$ cat src/rtl/fphub_div_pkg.sv
// Shared types for the FPHUB divider issue stage: word type, sequencer states
// and the operand-pair layout carried through the operand FIFO.
package fphub_div_pkg;

    localparam int FPHUB_M = 23;
    localparam int FPHUB_E = 8;
    localparam int T       = FPHUB_M + FPHUB_E;

    typedef logic [T:0] fphub_word_t;

    typedef enum logic [1:0] {
        IDLE  = 2'd0,
        ISSUE = 2'd1,
        WAIT  = 2'd2
    } seq_state_t;

    typedef struct packed {
        fphub_word_t x;
        fphub_word_t d;
    } op_pair_t;

    // Saturated signed-infinity pattern returned when the divider never answers.
    function automatic fphub_word_t sat_inf(input logic sign);
        return {sign, {T{1'b1}}};
    endfunction

endpackage

$ cat src/rtl/fphub_op_fifo.sv
// Operand FIFO: synchronous, power-of-two depth, registered occupancy count.
// Pushes into a full FIFO and pops from an empty FIFO are ignored.
module fphub_op_fifo
    import fphub_div_pkg::*;
#(
    parameter int W     = 64,
    parameter int DEPTH = 4
) (
    input  logic                      clk,
    input  logic                      rst,
    input  logic                      i_push,
    input  logic [W-1:0]              i_wdata,
    input  logic                      i_pop,
    output logic [W-1:0]              o_rdata,
    output logic [$clog2(DEPTH):0]    o_count,
    output logic                      o_full,
    output logic                      o_empty
);
    localparam int AW = $clog2(DEPTH);
    localparam int CW = AW + 1;

    logic [W-1:0]  r_mem [DEPTH];
    logic [AW-1:0] r_wr_ptr;
    logic [AW-1:0] r_rd_ptr;
    logic [CW-1:0] r_count;
    logic          w_push;
    logic          w_pop;

    assign o_full  = (r_count == CW'(DEPTH));
    assign o_empty = (r_count == {CW{1'b0}});
    assign w_push  = i_push && !o_full;
    assign w_pop   = i_pop && !o_empty;
    assign o_rdata = r_mem[r_rd_ptr];
    assign o_count = r_count;

    // Storage array; contents are don't-care while empty, so no reset.
    always_ff @(posedge clk) begin
        if (w_push) begin
            r_mem[r_wr_ptr] <= i_wdata;
        end
    end

    // Pointers wrap naturally at DEPTH; count holds on simultaneous push/pop.
    always_ff @(posedge clk or posedge rst) begin
        if (rst) begin
            r_wr_ptr <= {AW{1'b0}};
            r_rd_ptr <= {AW{1'b0}};
            r_count  <= {CW{1'b0}};
        end else begin
            if (w_push) begin
                r_wr_ptr <= r_wr_ptr + AW'(1);
            end
            if (w_pop) begin
                r_rd_ptr <= r_rd_ptr + AW'(1);
            end
            case ({w_push, w_pop})
                2'b10:   r_count <= r_count + CW'(1);
                2'b01:   r_count <= r_count - CW'(1);
                default: r_count <= r_count;
            endcase
        end
    end

endmodule

$ cat src/rtl/fphub_div_sequencer.sv
// Issue stage for the FPHUB SRT divider. Buffers operand pairs, issues one
// division at a time with a single-cycle start pulse, holds operands until the
// divider finishes and presents the result through a one-entry output register.
// Optional build macro: FPHUB_DIV_TIMEOUT_EN adds a WAIT-state watchdog that
// returns a saturated infinity and pulses timeout_err.
module fphub_div_sequencer
    import fphub_div_pkg::*;
#(
    parameter int M       = 23,
    parameter int E       = 8,
    parameter int DEPTH   = 4,
    parameter int TIMEOUT = 64
) (
    input  logic                   clk,
    input  logic                   rst,
    input  logic                   in_valid,
    output logic                   in_ready,
    input  logic [M+E:0]           in_x,
    input  logic [M+E:0]           in_d,
    output logic                   out_valid,
    input  logic                   out_ready,
    output logic [M+E:0]           out_res,
    output logic                   div_start,
    output logic [M+E:0]           div_x,
    output logic [M+E:0]           div_d,
    input  logic [M+E:0]           div_res,
    input  logic                   div_finish,
    output logic [$clog2(DEPTH):0] fifo_count,
    output logic                   busy
`ifdef FPHUB_DIV_TIMEOUT_EN
    ,
    output logic                   timeout_err
`endif
);
    localparam int W = M + E + 1;

    seq_state_t                r_state;
    seq_state_t                w_next_state;
    logic                      w_pop;
    logic                      w_capture;
    logic                      w_timeout;
    logic                      w_wd_expired;
    logic                      w_push;
    logic [2*W-1:0]            w_fifo_rdata;
    logic [$clog2(DEPTH):0]    w_fifo_count;
    logic                      w_fifo_full;
    logic                      w_fifo_empty;
    logic                      r_div_start;
    logic [W-1:0]              r_div_x;
    logic [W-1:0]              r_div_d;
    logic [W-1:0]              r_out_res;
    logic                      r_out_valid;

    assign w_push = in_valid && in_ready;

    fphub_op_fifo #(
        .W     (2 * W),
        .DEPTH (DEPTH)
    ) u_fifo (
        .clk     (clk),
        .rst     (rst),
        .i_push  (w_push),
        .i_wdata ({in_x, in_d}),
        .i_pop   (w_pop),
        .o_rdata (w_fifo_rdata),
        .o_count (w_fifo_count),
        .o_full  (w_fifo_full),
        .o_empty (w_fifo_empty)
    );

`ifdef FPHUB_DIV_TIMEOUT_EN
    localparam int WDW = $clog2(TIMEOUT + 1);
    logic [WDW-1:0] r_wd_cnt;
    logic           r_timeout_err;

    assign w_wd_expired = (r_wd_cnt == WDW'(TIMEOUT - 1));
    assign timeout_err  = r_timeout_err;

    // Watchdog: counts cycles spent in WAIT, cleared in every other state.
    always_ff @(posedge clk or posedge rst) begin
        if (rst) begin
            r_wd_cnt      <= {WDW{1'b0}};
            r_timeout_err <= 1'b0;
        end else begin
            r_timeout_err <= w_timeout;
            if (r_state == WAIT) begin
                r_wd_cnt <= r_wd_cnt + WDW'(1);
            end else begin
                r_wd_cnt <= {WDW{1'b0}};
            end
        end
    end
`else
    assign w_wd_expired = 1'b0;
`endif

    // Sequencer state register.
    always_ff @(posedge clk or posedge rst) begin
        if (rst) begin
            r_state <= IDLE;
        end else begin
            r_state <= w_next_state;
        end
    end

    // Next-state logic; a finish seen during ISSUE is stale and ignored.
    always_comb begin
        w_next_state = r_state;
        w_pop        = 1'b0;
        w_capture    = 1'b0;
        w_timeout    = 1'b0;
        case (r_state)
            IDLE: begin
                if (!w_fifo_empty && !r_out_valid) begin
                    w_next_state = ISSUE;
                    w_pop        = 1'b1;
                end else begin
                    w_next_state = IDLE;
                end
            end
            ISSUE: begin
                w_next_state = WAIT;
            end
            WAIT: begin
                if (div_finish) begin
                    w_capture    = 1'b1;
                    w_next_state = IDLE;
                end else if (w_wd_expired) begin
                    w_timeout    = 1'b1;
                    w_next_state = IDLE;
                end else begin
                    w_next_state = WAIT;
                end
            end
            default: begin
                w_next_state = IDLE;
            end
        endcase
    end

    // Operand latch, start pulse and one-entry result register.
    always_ff @(posedge clk or posedge rst) begin
        if (rst) begin
            r_div_start <= 1'b0;
            r_div_x     <= {W{1'b0}};
            r_div_d     <= {W{1'b0}};
            r_out_res   <= {W{1'b0}};
            r_out_valid <= 1'b0;
        end else begin
            r_div_start <= w_pop;
            if (w_pop) begin
                r_div_x <= w_fifo_rdata[2*W-1:W];
                r_div_d <= w_fifo_rdata[W-1:0];
            end
            if (w_capture) begin
                r_out_res   <= div_res;
                r_out_valid <= 1'b1;
            end else if (w_timeout) begin
                r_out_res   <= {r_div_x[M+E] ^ r_div_d[M+E], {(M+E){1'b1}}};
                r_out_valid <= 1'b1;
            end else if (r_out_valid && out_ready) begin
                r_out_valid <= 1'b0;
            end
        end
    end

    assign in_ready   = !w_fifo_full;
    assign fifo_count = w_fifo_count;
    assign div_start  = r_div_start;
    assign div_x      = r_div_x;
    assign div_d      = r_div_d;
    assign out_res    = r_out_res;
    assign out_valid  = r_out_valid;
    assign busy       = !w_fifo_empty || (r_state != IDLE) || r_out_valid;

endmodule

$ cat config.mk
export PLATFORM = sky130hd
export DESIGN_NAME = fphub_div_sequencer
export DESIGN_NICKNAME = d
export VERILOG_FILES = /design/src/rtl/fphub_div_pkg.sv /design/src/rtl/fphub_op_fifo.sv /design/src/rtl/fphub_div_sequencer.sv
export SDC_FILE = /design/constraint.sdc
export NUM_CORES = 1
export LEC_CHECK = 0
export CORE_MARGIN = 5
export CORE_UTILIZATION = 54
export CTS_BUF_LIST = sky130_fd_sc_hd__clkbuf_16
export CTS_CLUSTER_SIZE = 40
export DETAILED_ROUTE_END_ITERATION = 8
export PLACE_DENSITY_LB_ADDON = 0.3
export SYNTH_ARGS = -nofsm -noshare
export SYNTH_HDL_FRONTEND = slang
export SYNTH_SLANG_ARGS = --single-unit
$ cat constraint.sdc
create_clock -name clk -period 4.61 [get_ports clk]
set_clock_uncertainty 0.1 [all_clocks]
set_input_delay 0.922 -clock clk [delete_from_list [all_inputs] [get_ports clk]]
set_output_delay 0.922 -clock clk [all_outputs]
set_load 0.02 [all_outputs]
==> results.json <==
{
  "firstDrtPassIters": 4,
  "gp_congestion": 0.737,
  "crit_type": "flip-flop to output pin",
  "root_buffer": "clkbuf_16",
  "p_leak_nw": 5.96,
  "hold_start": "div_x[0]",
  "syn_inst": 587,
  "fin_area_mm2": 0.0168,
  "clock_path_buffers": 3,
  "async_reset_ff_share_pct": 29.5,
  "setup_viol": 0,
  "synthXorXnorAreaFrac_pct": 0.393,
  "ctsResizeCount": 0,
  "hold_ws_ns": 0.405,
  "flop_cell": "edfxtp_1",
  "hold_path_depth": 1,
  "hp-class": "flip-flop to flip-flop",
  "drive_gt1_share_pct": 26.8,
  "via_per_inst": 5.48,
  "rsz0062_at_grt": "false",
  "slew_violations": 0,
  "rows": 57,
  "cts_tree": "yes",
  "htreeDepth": 2,
  "path_clk_slew_ns": 0.06,
  "fin_crit_sh_pct": 66.5,
  "setup_slack_ns": 1.54,
  "fp_nets": 694,
  "cts_buffers": 37,
  "first_iter_violations": 454,
  "worstPathRequired_ns": 3.59,
  "synth_warnings": 0,
  "netlist_area_mm2": 0.0134,
  "grt_overflow": 0,
  "r2r_end": "div_d[30]",
  "fin_util_pct": 68.9,
  "stdcell_count": 1160,
  "ys_chip_area_mm2": 0.0134,
  "cp_max_fo": 6,
  "r2r_cells": 3,
  "ys_ff": 363,
  "ys_seq_share_pct": 77.5,
  "final_cell_mix": "256 x edfxtp_1, 203 x clkdlybuf4s50_1, 105 x dfrtp_1",
  "drcViolationCount": 0,
  "synth-adder-area-share_pct": 0.617,
  "vias": 6359,
  "max_freq_mhz": 326,
  "wirelength_mm": 25.6,
  "hpwl_mm": 15.8,
  "tns_ns": 0,
  "regToRegStartpoint": "u_fifo.r_rd_ptr[0]",
  "numClockSinks": 363,
  "postCtsSetupRepairBufs": 0,
  "place_area_mm2": 0.0157,
  "cp.arrival_ns": 2.04,
  "grtUsageTotal_pct": 18.4,
  "warnings": 29,
  "tightest_slew_ns": 1.02,
  "place_ws_ns": 1.70,
  "nets": 917,
  "dpl.cell_count": 1095,
  "wl_per_cell_um": 22.1,
  "synth-edff-count": 256,
  "cp-end-kind": "output pin",
  "portBuffers": 203,
  "diodes": 0,
  "status": "finished, final reports clean",
  "finalCriticalPeriod_ns": 3.07,
  "fp_util_pct": 54.8,
  "compound_area_share_pct": 0.0374,
  "whs_endpoint": "div_x[0]",
  "power.density_mw_per_mm2": 701,
  "yosys.area_share.simple_pct": 0.861,
  "ant_nets": 0,
  "cts.hold.buffers_added": 0,
  "synth_cell_types": 25,
  "io_pins": 204,
  "antenna_found_initial": 1,
  "yosys_cells": 587,
  "grt_max_degree": 66,
  "grt_pass1_wl_mm": 40.2,
  "grt_pass1_vias": 7185,
  "finalPower_mw": 11.8,
  "r2r_slack_ns": 1.96,
  "maxSlewHeadroom_pct": 31.9
}
cell usage after synthesis, types with 3 or more instances:
cell type	count	area share, %
mux4_2	64	11
buf_6	9	0.76
edfxtp_1	256	57
and3_1	4	0.19
clkbuf_1	6	0.17
mux2_2	98	8.2
buf_2	8	0.30
nor2b_1	3	0.14
dfrtp_1	107	20
xor2_1	4	0.26
ha_1	5	0.47
inv_1	8	0.22
registers in the layout, summed over array words and instances, names as in the netlist, 2 cells and up:
signal and count:
u_fifo.r_mem 256, div_d 32, div_x 32, out_res 32
u_fifo.o_count 3, r_state 2, u_fifo.r_rd_ptr 2, u_fifo.r_wr_ptr 2
kinds of logic after synthesis:
family / after synthesis
DFF: 363
adders and majority gates: 6
AOI/OAI and AO/OA: 1
buffers and inverters: 32
and+or+nand+nor: 16
xor gates and xnor gates: 6
muxes: 163
routing by layer:
layer	routed length (um)	up-vias	GRT usage, %	share of wire, %
met1	10400	3321	24.3	41
li1	-	2782	-	-
met3	1470	46	3.84	5.7
met4	577	2	5.43	2.3
met2	13100	208	31.3	51
met5	20	-	0	0.078
critical path: stages, from the launching register on:
cell	delay, ns
dfrtp_1	0.45
or3b_1	0.50
clkdlybuf4s50_1	0.59
how the worst max path moves through the flow:
stage                           start                  end  slack, ns  cells after the start
global route        u_fifo.o_count[0]             in_ready       1.46                      2
detailed placement           in_valid  u_fifo.r_mem[1][28]       1.70                      2
finish              u_fifo.o_count[0]             in_ready       1.54                      2
floorplan                         rst             div_d[0]       0.77                      1
global placement             in_valid  u_fifo.r_mem[3][14]       1.72                      2
CTS                 u_fifo.o_count[0]             in_ready       1.52                      2
power breakdown:
part	total, mW	switching (mW)	internal, mW
clock	2.64	1.13	1.51
sequential	5.17	0.642	4.53
combinational	3.96	1.79	2.18
total	11.8	3.56	8.22
area by class of cell:
type | instances | area (um2)
inverter | 8 | 32.5
fill | 1521 | 7600
multi-input combinational | 192 | 2840
clock buffer | 37 | 926
sequential | 363 | 10400
tap | 324 | 405
clock inverter | 28 | 151
timing repair buffer | 208 | 2070
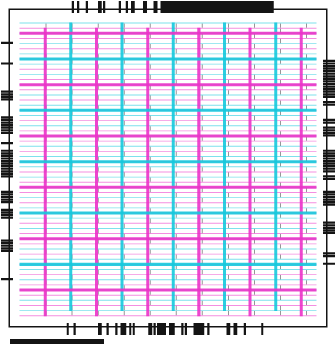
(floorplan with the power grid)
The bar under the picture is 50 um long. Pins as bars on the die edge. Tap cells in grey.
net	colour
VSS	magenta
VDD	cyan
signal pins	204
rows	57
met1 rails	58
met4 straps	11
met5 straps	11
DIE HEIGHT: 167 um
die x size: 167 um
VDD IR-drop max: 0.521 mV

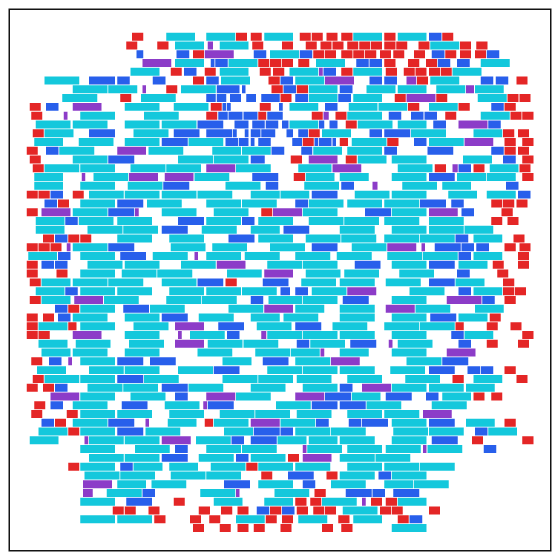
(cells coloured by class)
class	colour	cells	share of their area
clock drivers and dummy loads	purple	65	6.6%
all other logic	blue	200	18%
other buffers and delay cells	red	208	13%
flip-flops	cyan	363	63%
sequential cell area share: 61.8%
core area: 0.0244 mm2

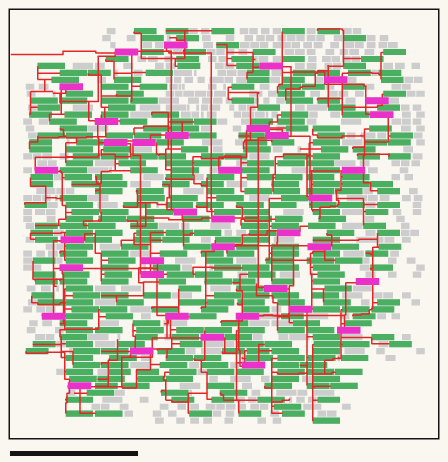
(clock network drawn from the DEF)
The bar under the picture is 50 um long.
[flip-flops] green | count: 363
[cells driving clock nets] magenta | count: 37
[clock wires] red | length: 3720 um
flops lie	all over the die
routed clock nets	38
clk latency late pin: 0.50 ns
Clk power: 2.64 mW
clock power share: 22.4%

Power is estimated from default activity; no workload was simulated.
